### src/rtl/noc_pkg.sv
// Shared NoC definitions: destination field positions inside a flit and the width of the
// loss counters. The spine router uses the same definitions.
package noc_pkg;

    localparam int unsigned DEST_GRP_HI  = 15;
    localparam int unsigned DEST_GRP_LO  = 12;
    localparam int unsigned DEST_LEAF_HI = 11;
    localparam int unsigned DEST_LEAF_LO = 10;
    localparam int unsigned CNT_W        = 8;

    // Adds a per-cycle event count (0-4) and clamps at the counter's maximum value.
    function automatic logic [CNT_W-1:0] sat_add(input logic [CNT_W-1:0] cnt,
                                                 input logic [2:0]       inc);
        logic [CNT_W:0] sum;
        sum = {1'b0, cnt} + (CNT_W+1)'(inc);
        return sum[CNT_W] ? {CNT_W{1'b1}} : sum[CNT_W-1:0];
    endfunction

endpackage

### src/rtl/uplink_fifo.sv
// Synchronous show-ahead FIFO. A push into a full FIFO succeeds only when a pop happens in
// the same cycle.
module uplink_fifo #(
    parameter int unsigned DWIDTH = 16,
    parameter int unsigned DEPTH  = 8
) (
    input  logic              clk,
    input  logic              reset,
    input  logic              push,
    input  logic [DWIDTH-1:0] din,
    input  logic              pop,
    output logic [DWIDTH-1:0] dout,
    output logic              full,
    output logic              empty
);

    localparam int unsigned AW = $clog2(DEPTH);
    localparam int unsigned CW = AW + 1;

    logic [DWIDTH-1:0] mem [DEPTH];
    logic [AW-1:0]     wptr_q;
    logic [AW-1:0]     rptr_q;
    logic [CW-1:0]     count_q;
    logic              do_push;
    logic              do_pop;

    assign full    = (count_q == CW'(DEPTH));
    assign empty   = (count_q == '0);
    assign do_pop  = pop & ~empty;
    assign do_push = push & (~full | do_pop);
    assign dout    = mem[rptr_q];

    always_ff @(posedge clk or negedge reset) begin
        if (!reset) begin
            wptr_q  <= '0;
            rptr_q  <= '0;
            count_q <= '0;
        end else begin
            if (do_push) wptr_q <= wptr_q + AW'(1);
            if (do_pop)  rptr_q <= rptr_q + AW'(1);
            count_q <= count_q + CW'(do_push) - CW'(do_pop);
        end
    end

    always_ff @(posedge clk) begin
        if (do_push) mem[wptr_q] <= din;
    end

endmodule

### src/rtl/leaf_spine_uplink.sv
// Leaf end of the leaf-to-spine links: spreads local flits round-robin over the spines and
// merges correctly addressed spine flits back into one ready/valid stream with loss counting.
module leaf_spine_uplink
    import noc_pkg::*;
#(
    parameter logic [3:0]  GROUP_ID   = 4'b0001,
    parameter int unsigned LEAF_ID    = 0,
    parameter int unsigned DWIDTH     = 16,
    parameter int unsigned FIFO_DEPTH = 8,
    parameter int unsigned NUM_SPINES = 4
) (
    input  logic                         clk,
    input  logic                         reset,
    input  logic [DWIDTH-1:0]            local_tx_data,
    input  logic                         local_tx_valid,
    output logic                         local_tx_ready,
    output logic [NUM_SPINES*DWIDTH-1:0] up_data,
    output logic [NUM_SPINES-1:0]        up_valid,
    input  logic [NUM_SPINES*DWIDTH-1:0] dn_data,
    input  logic [NUM_SPINES-1:0]        dn_valid,
    output logic [DWIDTH-1:0]            local_rx_data,
    output logic                         local_rx_valid,
    input  logic                         local_rx_ready,
    output logic [CNT_W-1:0]             drop_count,
    output logic [CNT_W-1:0]             misroute_count
);

    localparam int unsigned SW       = $clog2(NUM_SPINES);
    localparam logic [1:0]  LEAF_SEL = 2'(LEAF_ID);

    // ---------------- TX path ----------------
    logic              ready_en_q;
    logic              tx_full;
    logic              tx_empty;
    logic              tx_pop;
    logic [DWIDTH-1:0] tx_dout;
    logic [SW-1:0]     rr_tx_q;

    // Keeps ready low until the first edge after reset release.
    always_ff @(posedge clk or negedge reset) begin
        if (!reset) ready_en_q <= 1'b0;
        else        ready_en_q <= 1'b1;
    end

    assign local_tx_ready = ready_en_q & ~tx_full;
    assign tx_pop         = ~tx_empty;

    uplink_fifo #(
        .DWIDTH (DWIDTH),
        .DEPTH  (FIFO_DEPTH)
    ) u_tx_fifo (
        .clk   (clk),
        .reset (reset),
        .push  (local_tx_valid & local_tx_ready),
        .din   (local_tx_data),
        .pop   (tx_pop),
        .dout  (tx_dout),
        .full  (tx_full),
        .empty (tx_empty)
    );

    always_ff @(posedge clk or negedge reset) begin
        if (!reset) begin
            up_valid <= '0;
            up_data  <= '0;
            rr_tx_q  <= '0;
        end else begin
            up_valid <= '0;
            if (tx_pop) begin
                up_valid[rr_tx_q]                   <= 1'b1;
                up_data[rr_tx_q*DWIDTH +: DWIDTH] <= tx_dout;
                rr_tx_q                             <= rr_tx_q + SW'(1);
            end
        end
    end

    // ---------------- RX path ----------------
    logic [DWIDTH-1:0]     rx_dout [NUM_SPINES];
    logic [NUM_SPINES-1:0] rx_full;
    logic [NUM_SPINES-1:0] rx_empty;
    logic [NUM_SPINES-1:0] rx_pop;
    logic [NUM_SPINES-1:0] addr_ok;
    logic [NUM_SPINES-1:0] rx_push;
    logic [NUM_SPINES-1:0] drop_ev;
    logic [NUM_SPINES-1:0] misroute_ev;

    for (genvar k = 0; k < NUM_SPINES; k++) begin : g_rx
        logic [DWIDTH-1:0] flit;
        assign flit = dn_data[k*DWIDTH +: DWIDTH];
        assign addr_ok[k] = (flit[DEST_GRP_HI:DEST_GRP_LO] == GROUP_ID) &&
                            (flit[DEST_LEAF_HI:DEST_LEAF_LO] == LEAF_SEL);
        assign rx_push[k]     = dn_valid[k] & addr_ok[k];
        assign misroute_ev[k] = dn_valid[k] & ~addr_ok[k];
        // A pop in the same cycle frees a slot, so a full FIFO still takes the write.
        assign drop_ev[k]     = rx_push[k] & rx_full[k] & ~rx_pop[k];

        uplink_fifo #(
            .DWIDTH (DWIDTH),
            .DEPTH  (FIFO_DEPTH)
        ) u_rx_fifo (
            .clk   (clk),
            .reset (reset),
            .push  (rx_push[k]),
            .din   (flit),
            .pop   (rx_pop[k]),
            .dout  (rx_dout[k]),
            .full  (rx_full[k]),
            .empty (rx_empty[k])
        );
    end

    // ---------------- RX merge ----------------
    logic          rx_load;
    logic          grant_valid;
    logic [SW-1:0] grant;
    logic [SW-1:0] idx;
    logic [SW-1:0] rr_rx_q;

    assign rx_load = ~local_rx_valid | local_rx_ready;

    always_comb begin
        grant_valid = 1'b0;
        grant       = rr_rx_q;
        idx         = rr_rx_q;
        rx_pop      = '0;
        if (rx_load) begin
            for (int i = 0; i < NUM_SPINES; i++) begin
                idx = rr_rx_q + SW'(i);
                if (!grant_valid && !rx_empty[idx]) begin
                    grant_valid = 1'b1;
                    grant       = idx;
                end
            end
        end
        if (grant_valid) rx_pop[grant] = 1'b1;
    end

    always_ff @(posedge clk or negedge reset) begin
        if (!reset) begin
            local_rx_valid <= 1'b0;
            local_rx_data  <= '0;
            rr_rx_q        <= '0;
        end else if (rx_load) begin
            local_rx_valid <= grant_valid;
            if (grant_valid) begin
                local_rx_data <= rx_dout[grant];
                rr_rx_q       <= grant + SW'(1);
            end
        end
    end

    // ---------------- Loss counters ----------------
    logic [2:0] drop_n;
    logic [2:0] mis_n;

    always_comb begin
        drop_n = '0;
        mis_n  = '0;
        for (int k = 0; k < NUM_SPINES; k++) begin
            drop_n = drop_n + 3'(drop_ev[k]);
            mis_n  = mis_n + 3'(misroute_ev[k]);
        end
    end

    always_ff @(posedge clk or negedge reset) begin
        if (!reset) begin
            drop_count     <= '0;
            misroute_count <= '0;
        end else begin
            drop_count     <= sat_add(drop_count, drop_n);
            misroute_count <= sat_add(misroute_count, mis_n);
        end
    end

endmodule

### config.mk
export PLATFORM = sky130hd
export DESIGN_NAME = leaf_spine_uplink
export DESIGN_NICKNAME = d
export VERILOG_FILES = /design/src/rtl/noc_pkg.sv /design/src/rtl/uplink_fifo.sv /design/src/rtl/leaf_spine_uplink.sv
export SDC_FILE = /design/constraint.sdc
export NUM_CORES = 1
export LEC_CHECK = 0
export CAP_MARGIN = 30
export CORE_UTILIZATION = 64
export CTS_CLUSTER_DIAMETER = 50
export DETAILED_ROUTE_END_ITERATION = 10
export PLACE_DENSITY_LB_ADDON = 0.2
export SYNTH_ARGS = -nofsm -noshare
export SYNTH_HDL_FRONTEND = slang
export SYNTH_SLANG_ARGS = --single-unit
### constraint.sdc
create_clock -name clk -period 11.92 [get_ports clk]
set_clock_uncertainty 0.2 [all_clocks]
set_input_delay 2.384 -clock clk [delete_from_list [all_inputs] [get_ports clk]]
set_output_delay 2.384 -clock clk [all_outputs]
set_load 0.05 [all_outputs]
Fig. 1: power grid
The bar under the picture is 50 um long. Pins as bars on the die edge.
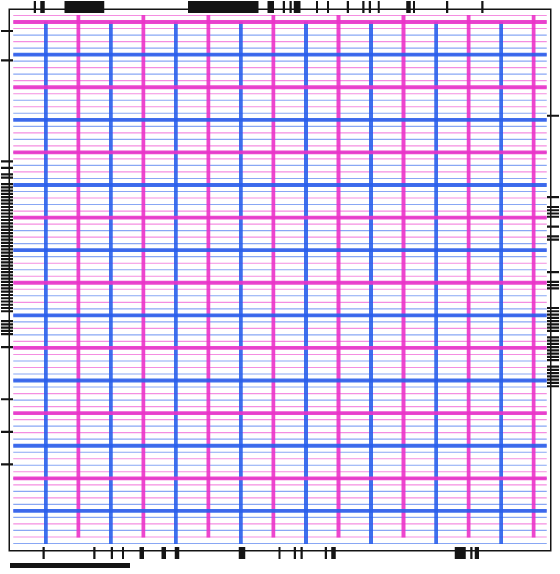
Magenta is VDD. Blue is VSS.
16 straps on met4. 190 signal pins sit on the boundary. 16 straps on met5. The core has 81 rows. 82 met1 rails follow the rows.
peak supply drop: 0.194 mV
Die X: 225 um

Fig. 2: cells colored by class
The bar under the picture is 50 um long.
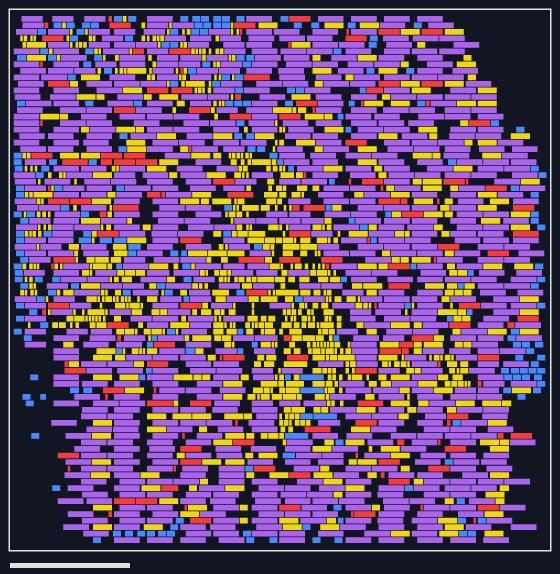
Red is clock drivers and dummy loads, cells 151. Yellow is remaining logic cells, cells 840. Blue is remaining buffers and delay cells, cells 235. Purple is sequential cells, cells 796.
final core utilization: 0.768
Rows: 81
Final Cell Area: 37700 um2
core area: 49100 um2
Seq area share: 0.614

Fig. 3: clock wires, drivers and flops
The bar under the picture is 50 um long.
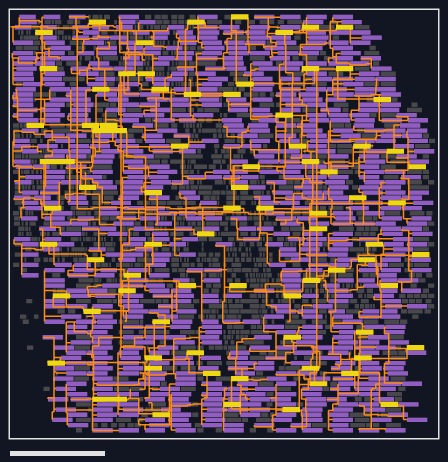
Purple is flip-flops, count 796. Yellow is clock-net drivers, count 82. Orange is clock wires, length 8510 um.
There are 83 routed clock nets. Position of the flops: all over the die.
clock share of power: 0.285
clock-net power: 2.54 mW
clk ins delay skew pair: 0.64 ns

Fig. 4: wiring by layer
Only two layers are drawn.
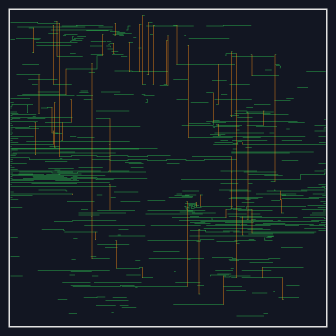
Green is M3, wire length 6860 um. Orange is M4, wire length 1650 um.
final WL: 71.3 mm
vias: 16900
drt wl/cell: 26.5 um

==> flow_metrics.tcl <==
# place-and-route summary
set metrics [dict create \
    dr.pass1.iters 5 \
    yosysTopAreaCell "edfxtp_1" \
    gp_congestion 0.842 \
    hold_class "register to register" \
    fillers 2613 \
    whs_ns 0.282 \
    finalSetupViolations 0 \
    ys_warn_count 0 \
    core_util_floorplan 0.651 \
    cp_max_fo 21 \
    numSynthFlops 796 \
    use_met1 0.398 \
    ant_nets 0 \
    setup_tns_ns 0 \
    comb.multi_input.count 778 \
    edf_count 640 \
    largest_reg_flops 512 \
    routed.top_layer "met5" \
    cts_tree "yes" \
    cts_buffer_depth 3 \
    async_flop_share 0.196 \
    antenna_found_initial 3 \
    clockNetworkAreaShare 0.0712 \
    largest_class "flip-flops and latches" \
    cts_setup_buffers 0 \
    yosys.area.top_type_share 0.602 \
    met2_wirelength_mm 35.6 \
    synth.top_cells.by_count "640 x edfxtp_1, 160 x mux4_2, 156 x dfrtp_1, 119 x nand2_1, 81 x o21ai_0" \
    period_used_share 0.585 \
    grt_pass1_vias 17700 \
    met2_usage 0.469 \
    cap_violations 0 \
    overflow 0 \
    p_leak_nw 13.2 \
    flop_cell "edfxtp_1" \
    viasPerCell 6.31 \
    rsz0062_at_grt "false" \
    drcViolationCount 0 \
    bufAreaShareNonClock 0.0631 \
    io_pins 190 \
    crit_top_cell "nand2b_1" \
    use_met3 0.0793 \
    logic_area_um2 8400 \
    crit_path_max_incr_delay_ns 0.77 \
    ys_area_um2 31900 \
    cts_sinks 796 \
    drt_iter0_drc 1841 \
    period_minus_slack_ns 6.97 \
    postCtsHoldBufs 0 \
    max_slew_margin 0.317 \
    critPathTopFamily "simple AND/OR/NAND/NOR gates" \
    fin_nets 2102 \
    topCellsByArea "edfxtp_1 60%, dfrtp_1 12%, mux4_2 11%, mux2i_1 2.2%, ha_1 1.9%" \
    critPathLaunchType "primary input" \
    nClkBuffers 101 \
    synthToLayoutAreaGrowth_pct 18.0 \
    drive_gt1_frac 0.210 \
    die_area_um2 50800 \
    slowest_stage "nor3b_2" \
    fmax_mhz 144 \
    syn-num-nets 1861 \
    required_ns 12.05 \
    postCtsResizedCells 0 \
    cts_root_buffer "clkbuf_16" \
    slew_viol_final 0 \
    track_usage 0.293 \
    num_tap_cells 664 \
    h-tree-depth 3 \
    path_clk_slew_ns 0.06 \
    grt_pass1_wl_mm 108 \
    yosysSeqAreaShare 0.724 \
    mostFrequentLayoutCells "640 x edfxtp_1, 188 x clkdlybuf4s50_1, 160 x mux4_2, 148 x dfrtp_1, 119 x nand2_1" \
    postSynthAreaPerCell_um2 18.6 \
    grt_max_degree 90 \
    regMostFlops "g_rx.u_rx_fifo.mem" \
    cts_buffers 82 \
    tightest_slew_ns 1.02 \
    syn_area_um2 31900 \
    finalHoldViolCount 0 \
    worstSetupPathType "primary input to register" \
    synth_cells 1714 \
    ys_types 68 \
    reg.largest.list "g_rx.u_rx_fifo.mem x512, u_tx_fifo.mem x128, up_data x64" \
    num-nonclk-inverters 62 \
    nNonClkBuffers 235 \
    synth_top_cell_by_count "edfxtp_1" \
    status "finished clean" \
    powerDensity_nw_per_um2 236 \
    seq_cells 796 \
    comb_area_frac 0.223 \
    regArea_um2 23100 \
    cp_num_buf_inv 3 \
    diodes 0 \
    path_cells "clkdlybuf4s50_1, nand2b_1, nand2_1, o21ai_0, a21oi_4, nor2_8, inv_2, ha_1, nand3_1, a31oi_1, nand2b_1, nor3b_2, buf_6" \
    portBuffers 189 \
    wl_met1_mm 27.2 \
    worst_ep_arrival_time_ns 7.10 \
    crit_path_end_kind "register" \
    warnings 35 \
    busiest_layer "met2" \
    route.met3.wl_mm 6.86 \
    dpl.hpwl_mm 44.8 \
    mostFrequentLayoutCell "edfxtp_1" \
    yosys_cells 1714 \
]
## worst paths after layout
kind / from / end / slack [ns] / cells after the start
worst max-delay path: local_rx_ready / g_rx[1].u_rx_fifo.mem[1][4]$_DFFE_PP_ / 4.95 / 13
worst min-delay path: up_data[47]$_DFFE_PN0P_ / up_data[47]$_DFFE_PN0P_ / 0.28 / 2
worst max register to register: g_rx[2].u_rx_fifo.count_q[2]$_DFF_PN0_ / g_rx[1].u_rx_fifo.mem[1][4]$_DFFE_PP_ / 6.12 / 14
worst min register to register: up_data[47]$_DFFE_PN0P_ / up_data[47]$_DFFE_PN0P_ / 0.28 / 2
max in group asynchronous: reset / g_rx[0].u_rx_fifo.rptr_q[1]$_DFFE_PN0P_ / 8.35 / 2
min in group asynchronous: reset / up_valid[3]$_DFF_PN0_ / 1.60 / 1
## power breakdown
group / switching (mW) / internal [mW] / total (mW)
combinational: 1.64 / 1.17 / 2.81
clock: 1.07 / 1.47 / 2.54
sequential: 0.312 / 3.24 / 3.55
total: 3.03 / 5.87 / 8.90
## stage by stage
stage / cell area, um2 / std cells / util / setup slack [ns] / total power [mW]
after global placement: 34700 / 2520 / 0.708 / 4.36 / 6.28
after global routing: 37700 / 2686 / 0.768 / 4.73 / 9.25
final: 37700 / 2686 / 0.768 / 4.95 / 8.90
after CTS: 37600 / 2682 / 0.767 / 5.07 / 8.94
after detailed placement: 34900 / 2531 / 0.712 / 4.42 / 6.38
after floorplan: 31900 / 1714 / - / 5.51 / 5.46
## cells by family (layout without fill, tap and decap cells)
logic type	after synthesis	after routing	share of synthesized area
AOI/OAI and AO/OA	161	161	0.0352
adders and majority gates	59	59	0.0257
xor gates and xnor gates	36	36	0.00988
DFF	796	796	0.724
and+or+nand+nor	256	256	0.0392
muxes	265	265	0.147
other	1	1	0.000117
buffers and inverters	140	448	0.0184
Power figures rest on the tool's default switching activity, not on a simulated workload.
